`config.mk`:
```
export PLATFORM = sky130hd
export DESIGN_NAME = ex_mem_stage
export DESIGN_NICKNAME = d
export VERILOG_FILES = /design/src/rtl/ex_mem_stage.sv
export SDC_FILE = /design/constraint.sdc
export NUM_CORES = 1
export LEC_CHECK = 0
export CELL_PAD_IN_SITES_DETAIL_PLACEMENT = 0
export CELL_PAD_IN_SITES_GLOBAL_PLACEMENT = 2
export CORE_MARGIN = 5
export CORE_UTILIZATION = 31
export DETAILED_ROUTE_END_ITERATION = 16
export PLACE_DENSITY = 0.93
export SYNTH_ARGS = -nofsm -noshare
export SYNTH_HDL_FRONTEND = slang
export SYNTH_SLANG_ARGS = --single-unit
```
`constraint.sdc`:
```
create_clock -name i_clk -period 2.5 [get_ports i_clk]
set_input_delay 0.625 -clock i_clk [delete_from_list [all_inputs] [get_ports i_clk]]
set_output_delay 0.625 -clock i_clk [all_outputs]
set_load 0.01 [all_outputs]
```
`src/rtl/ex_mem_stage.sv`:
```
// Execute->memory pipeline stage: resolves branches/jumps into a one-cycle redirect pulse
// and carries each instruction's result and control through a 2-entry skid buffer.
module ex_mem_stage #(
    parameter int XLEN      = 32,
    parameter int RF_ADDR_W = 5
) (
    input  logic                 i_clk,
    input  logic                 i_rst_n,
    input  logic                 i_valid,
    output logic                 o_ready,
    input  logic [XLEN-1:0]      i_alu_result,
    input  logic                 i_zero,
    input  logic                 i_neg,
    input  logic                 i_negU,
    input  logic [XLEN-1:0]      i_pc,
    input  logic [XLEN-1:0]      i_imm,
    input  logic [XLEN-1:0]      i_rs2_data,
    input  logic [RF_ADDR_W-1:0] i_rd,
    input  logic [2:0]           i_funct3,
    input  logic                 i_branch,
    input  logic                 i_jal,
    input  logic                 i_jalr,
    input  logic                 i_reg_write,
    input  logic                 i_mem_read,
    input  logic                 i_mem_write,
    input  logic                 i_flush,
    output logic                 o_valid,
    input  logic                 i_ready,
    output logic [XLEN-1:0]      o_wb_data,
    output logic [XLEN-1:0]      o_addr,
    output logic [XLEN-1:0]      o_rs2_data,
    output logic [RF_ADDR_W-1:0] o_rd,
    output logic [2:0]           o_funct3,
    output logic                 o_reg_write,
    output logic                 o_mem_read,
    output logic                 o_mem_write,
    output logic                 o_redirect,
    output logic [XLEN-1:0]      o_redirect_pc,
    output logic                 o_misalign
);

    typedef enum logic [1:0] {
        EMPTY = 2'd0,
        ONE   = 2'd1,
        TWO   = 2'd2
    } buf_state_t;

    typedef struct packed {
        logic [XLEN-1:0]      wb_data;
        logic [XLEN-1:0]      addr;
        logic [XLEN-1:0]      rs2_data;
        logic [RF_ADDR_W-1:0] rd;
        logic [2:0]           funct3;
        logic                 reg_write;
        logic                 mem_read;
        logic                 mem_write;
    } entry_t;

    buf_state_t      state, next_state;
    logic            ready_q;
    entry_t          main_q, skid_q, in_entry;
    logic            accept, pop;
    logic            load_main_in, load_skid_in, load_main_skid;
    logic            cond, taken;
    logic [XLEN-1:0] target;
    logic            redirect_q, misalign_q;
    logic [XLEN-1:0] redirect_pc_q;

    assign accept  = i_valid & ready_q & ~i_flush;
    assign o_valid = (state != EMPTY);
    assign o_ready = ready_q;
    assign pop     = o_valid & i_ready;

    // Writeback data is resolved at the input so both buffer slots stay a plain copy
    always_comb begin
        in_entry           = '0;
        in_entry.wb_data   = (i_jal | i_jalr) ? (i_pc + XLEN'(4)) : i_alu_result;
        in_entry.addr      = i_alu_result;
        in_entry.rs2_data  = i_rs2_data;
        in_entry.rd        = i_rd;
        in_entry.funct3    = i_funct3;
        in_entry.reg_write = i_reg_write;
        in_entry.mem_read  = i_mem_read;
        in_entry.mem_write = i_mem_write;
    end

    always_comb begin
        cond = 1'b0;
        case (i_funct3)
            3'b000:  cond = i_zero;
            3'b001:  cond = ~i_zero;
            3'b100:  cond = i_neg;
            3'b101:  cond = ~i_neg;
            3'b110:  cond = i_negU;
            3'b111:  cond = ~i_negU;
            default: cond = 1'b0;
        endcase
    end

    assign taken  = i_jal | i_jalr | (i_branch & cond);
    assign target = i_jalr ? {i_alu_result[XLEN-1:1], 1'b0} : (i_pc + i_imm);

    always_comb begin
        next_state     = state;
        load_main_in   = 1'b0;
        load_skid_in   = 1'b0;
        load_main_skid = 1'b0;
        if (i_flush) begin
            next_state = EMPTY;
        end else begin
            case (state)
                EMPTY: begin
                    if (accept) begin
                        load_main_in = 1'b1;
                        next_state   = ONE;
                    end
                end
                ONE: begin
                    if (accept && pop) begin
                        load_main_in = 1'b1;
                    end else if (accept) begin
                        load_skid_in = 1'b1;
                        next_state   = TWO;
                    end else if (pop) begin
                        next_state = EMPTY;
                    end
                end
                TWO: begin
                    if (pop) begin
                        load_main_skid = 1'b1;
                        next_state     = ONE;
                    end
                end
                default: next_state = EMPTY;
            endcase
        end
    end

    always_ff @(posedge i_clk or negedge i_rst_n) begin
        if (!i_rst_n) begin
            state   <= EMPTY;
            ready_q <= 1'b1;
        end else begin
            state   <= next_state;
            ready_q <= (next_state != TWO);
        end
    end

    always_ff @(posedge i_clk or negedge i_rst_n) begin
        if (!i_rst_n) begin
            main_q <= '0;
            skid_q <= '0;
        end else begin
            if (load_main_in) begin
                main_q <= in_entry;
            end else if (load_main_skid) begin
                main_q <= skid_q;
            end
            if (load_skid_in) begin
                skid_q <= in_entry;
            end
        end
    end

    // Flush already blocks accept, so it also suppresses the redirect pulse
    always_ff @(posedge i_clk or negedge i_rst_n) begin
        if (!i_rst_n) begin
            redirect_q    <= 1'b0;
            misalign_q    <= 1'b0;
            redirect_pc_q <= '0;
        end else begin
            redirect_q <= accept & taken;
            misalign_q <= accept & taken & target[1];
            if (accept && taken) begin
                redirect_pc_q <= target;
            end
        end
    end

    assign o_wb_data     = main_q.wb_data;
    assign o_addr        = main_q.addr;
    assign o_rs2_data    = main_q.rs2_data;
    assign o_rd          = main_q.rd;
    assign o_funct3      = main_q.funct3;
    assign o_reg_write   = main_q.reg_write;
    assign o_mem_read    = main_q.mem_read;
    assign o_mem_write   = main_q.mem_write;
    assign o_redirect    = redirect_q;
    assign o_redirect_pc = redirect_pc_q;
    assign o_misalign    = misalign_q;

endmodule

```
Fig. 1: clock wires, drivers and flops
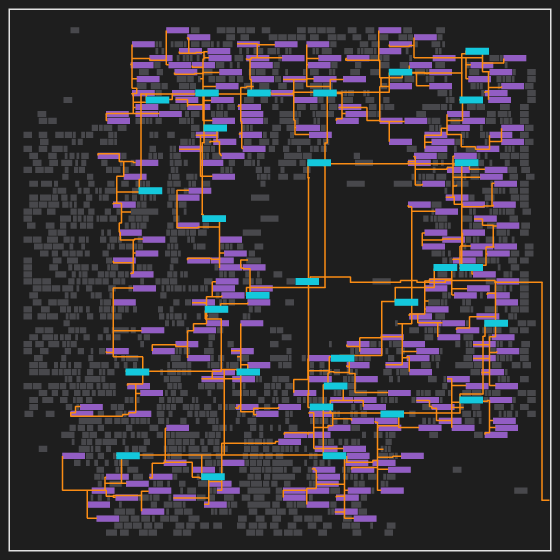
legend:
  cyan:
    item: clock-net drivers
    count: 29
  orange:
    item: clock wires
    length: 3,510 µm
  purple:
    item: flip-flops
    count: 251
routed clock nets: 30
flops lie: spread over the die

==> notes.md <==
Numbers from the implementation run.

The detailed-routed wire length on met3 is 2540 µm. The register-to-register setup slack is 0.57 ns. The commonest cells after synthesis are 252 x sky130_fd_sc_hd__nand2_1, 250 x sky130_fd_sc_hd__dfrtp_1, 105 x sky130_fd_sc_hd__nor2_1, 91 x sky130_fd_sc_hd__o21ai_0, 87 x sky130_fd_sc_hd__a21oi_1.

Data on the critical path is required at its endpoint by 2.93 ns. The part of the cycle the worst path needs is 0.981. The max-slew headroom at the worst pin is 0.647. The most used flip-flop cell is sky130_fd_sc_hd__dfrtp_1. Looking at the group totals, the largest power group turns out to be registers. The netlist area before placement is 12,500 µm². The cell total in the yosys stat output is 1,296. For reference, the placement row count at floorplan is 73. The power consumption is 13.5 mW. The detail-routed via count per cell is 5.00. The part of the total power dissipated in the clock network is 0.306. In this run, placement finished with an instance count of 2,199. The signal on the critical path passes through clkdlybuf4s50_1, ha_4, nor2b_1, a311o_1, a21o_1, o31a_4, a31oi_2, xnor2_1, o21ai_2.

The internal power summed over all cells is 9.56 mW. The startpoint class of the critical path is an input port. Summed over all layers, the global routing overflow is 0. The tool flagged a number of max-cap violations equal to 0. TritonCTS built the clock tree. The routed length per instance is 19.1 µm.

The flow ran to the end, and the final reports show no timing, DRC or antenna violations. Pins over their slew limit in the final report were tallied at 0. The fraction of post-synthesis cell area in the top cell type by area is 0.502. The power of the sequential group is 5.62 mW. For this run, the register share of the synthesized area comes to 0.504.

The number of endpoints with negative hold slack in the final report is 0. For the worst setup path, the data arrival time is 2.88 ns. The termination of the worst setup path is o_redirect_pc[29]. The placeable core region is 39,700 µm². CTS saw 251 sinks. Looking at the VDD voltage map, the peak drop is 0.474 mV. The worst setup skew after layout is 0.00878 ns. The first global-routing pass estimated 66,200 µm of wire. For this configuration, the core starts out at a cell density of 0.314. The flip-flop and latch area is 6280 µm². The final total negative setup slack is 0 ns. The number of buffers inserted for hold repair after clock tree synthesis is 0. The length of routed met2 wiring is 19,800 µm. The shortest clock period the worst path allows after layout is 2.45 ns. For reference, the clock transition at the flip-flops on the worst setup and hold paths is 0.06 ns.

RePlAce ended its routability-driven mode at a weighted congestion of 0.875. Counting flops with a built-in enable in the synthesized netlist gives 0. sky130_fd_sc_hd__dfrtp_1 takes more of the synthesized area than any other cell. The met3 capacity usage during global routing is 0.0341. The power report attributes to the sequential group a share of 0.416. The fraction of met2 tracks used by global routing is 0.298. The die is 211 µm wide.

The cell resize tally after clock tree synthesis is 11. The yosys stat chip area is 12,500 µm². The finished layout reports a core utilization of 0.461.

Per the timing report, the biggest fanout along the worst path comes to 4. The iteration-0 DRC count of the detailed router is 693. Leaving out buffers and inverters, the combinational logic in the layout accounts for 6050 µm². The net count after synthesis is 1,479.

The report puts the cell count of the worst reg-to-reg path at 8. The pre-antenna-repair detailed-routing pass consisted of 5 iterations. Entering global routing, the biggest net connects 79 pins. The total of warnings raised by yosys is 0. The switching power of the nets is 3.95 mW. Per the placement log, port buffering inserted 292 buffers. The critical path start-end classification is input port to register. The number of standard cells in the final layout excluding fillers is 2,255. The number of antenna violations at the first check in global routing is 2.
Fig. 2: metal 1
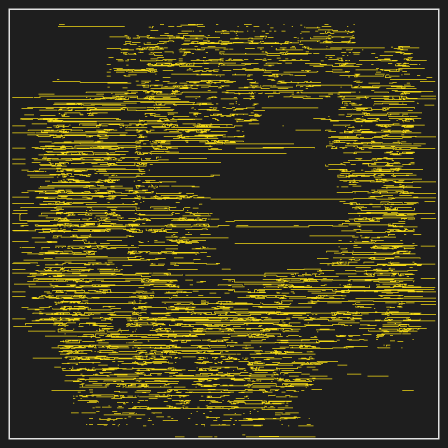
wire length on this layer: 19,800 µm
share of all routed wire: 46%
longest straight run: 70.4 µm
nets with wire on the layer: 1,719

==> cell type report <==
| cell class | instances | area share |
|---|---|---|
| antenna | 2 | 0.000273 |
| clock buffer | 45 | 0.0468 |
| clock inverter | 7 | 0.00438 |
| inverter | 7 | 0.00144 |
| multi-input combinational | 960 | 0.330 |
| sequential | 251 | 0.343 |
| tap | 525 | 0.0359 |
| timing repair buffer | 458 | 0.238 |
==> cell families (layout without fill, tap and decap cells) <==
group	count (synthesis)	in the layout	synth area share
flip-flops	251	251	0.504
XOR/XNOR	55	55	0.0386
other	0	2	0
multiplexers	81	81	0.0726
AND/OR/NAND/NOR	440	440	0.149
buffers and inverters	85	517	0.0263
AND-OR/OR-AND	351	351	0.175
adder cells (fa/ha/maj)	33	33	0.0337
==> placed cells by master, fill, tap and decap left out, drive strengths merged, types with 4 or more instances in the layout <==
master / count
and3: 15
nor2: 105
mux2i: 6
clkdlybuf4s50: 282
dlymetal6s2s: 5
a221o: 6
inv: 8
nor3: 10
a22oi: 43
xor2: 30
a21oi: 90
mux2: 75
nand2: 252
a31oi: 49
buf: 169
nand3: 16
nand2b: 5
o21ai: 98
o221ai: 9
nor2b: 5
o21a: 7
ha: 32
a21o: 8
dfrtp: 250
a211oi: 4
or3: 7
clkbuf: 45
a222oi: 4
o22ai: 14
o31ai: 4
nand4: 14
xnor2: 25
==> flip-flops by register name, summed over array words and instances, names as in the netlist <==
signal / cells
o_addr: 32
o_redirect: 1
o_redirect_pc: 32
o_mem_write: 1
o_mem_read: 1
o_funct3: 3
o_rs2_data: 32
o_rd: 5
o_reg_write: 1
o_wb_data: 32
skid_q: 107
o_misalign: 1
o_ready: 1
state: 2
Power and IR drop assume default switching activity.
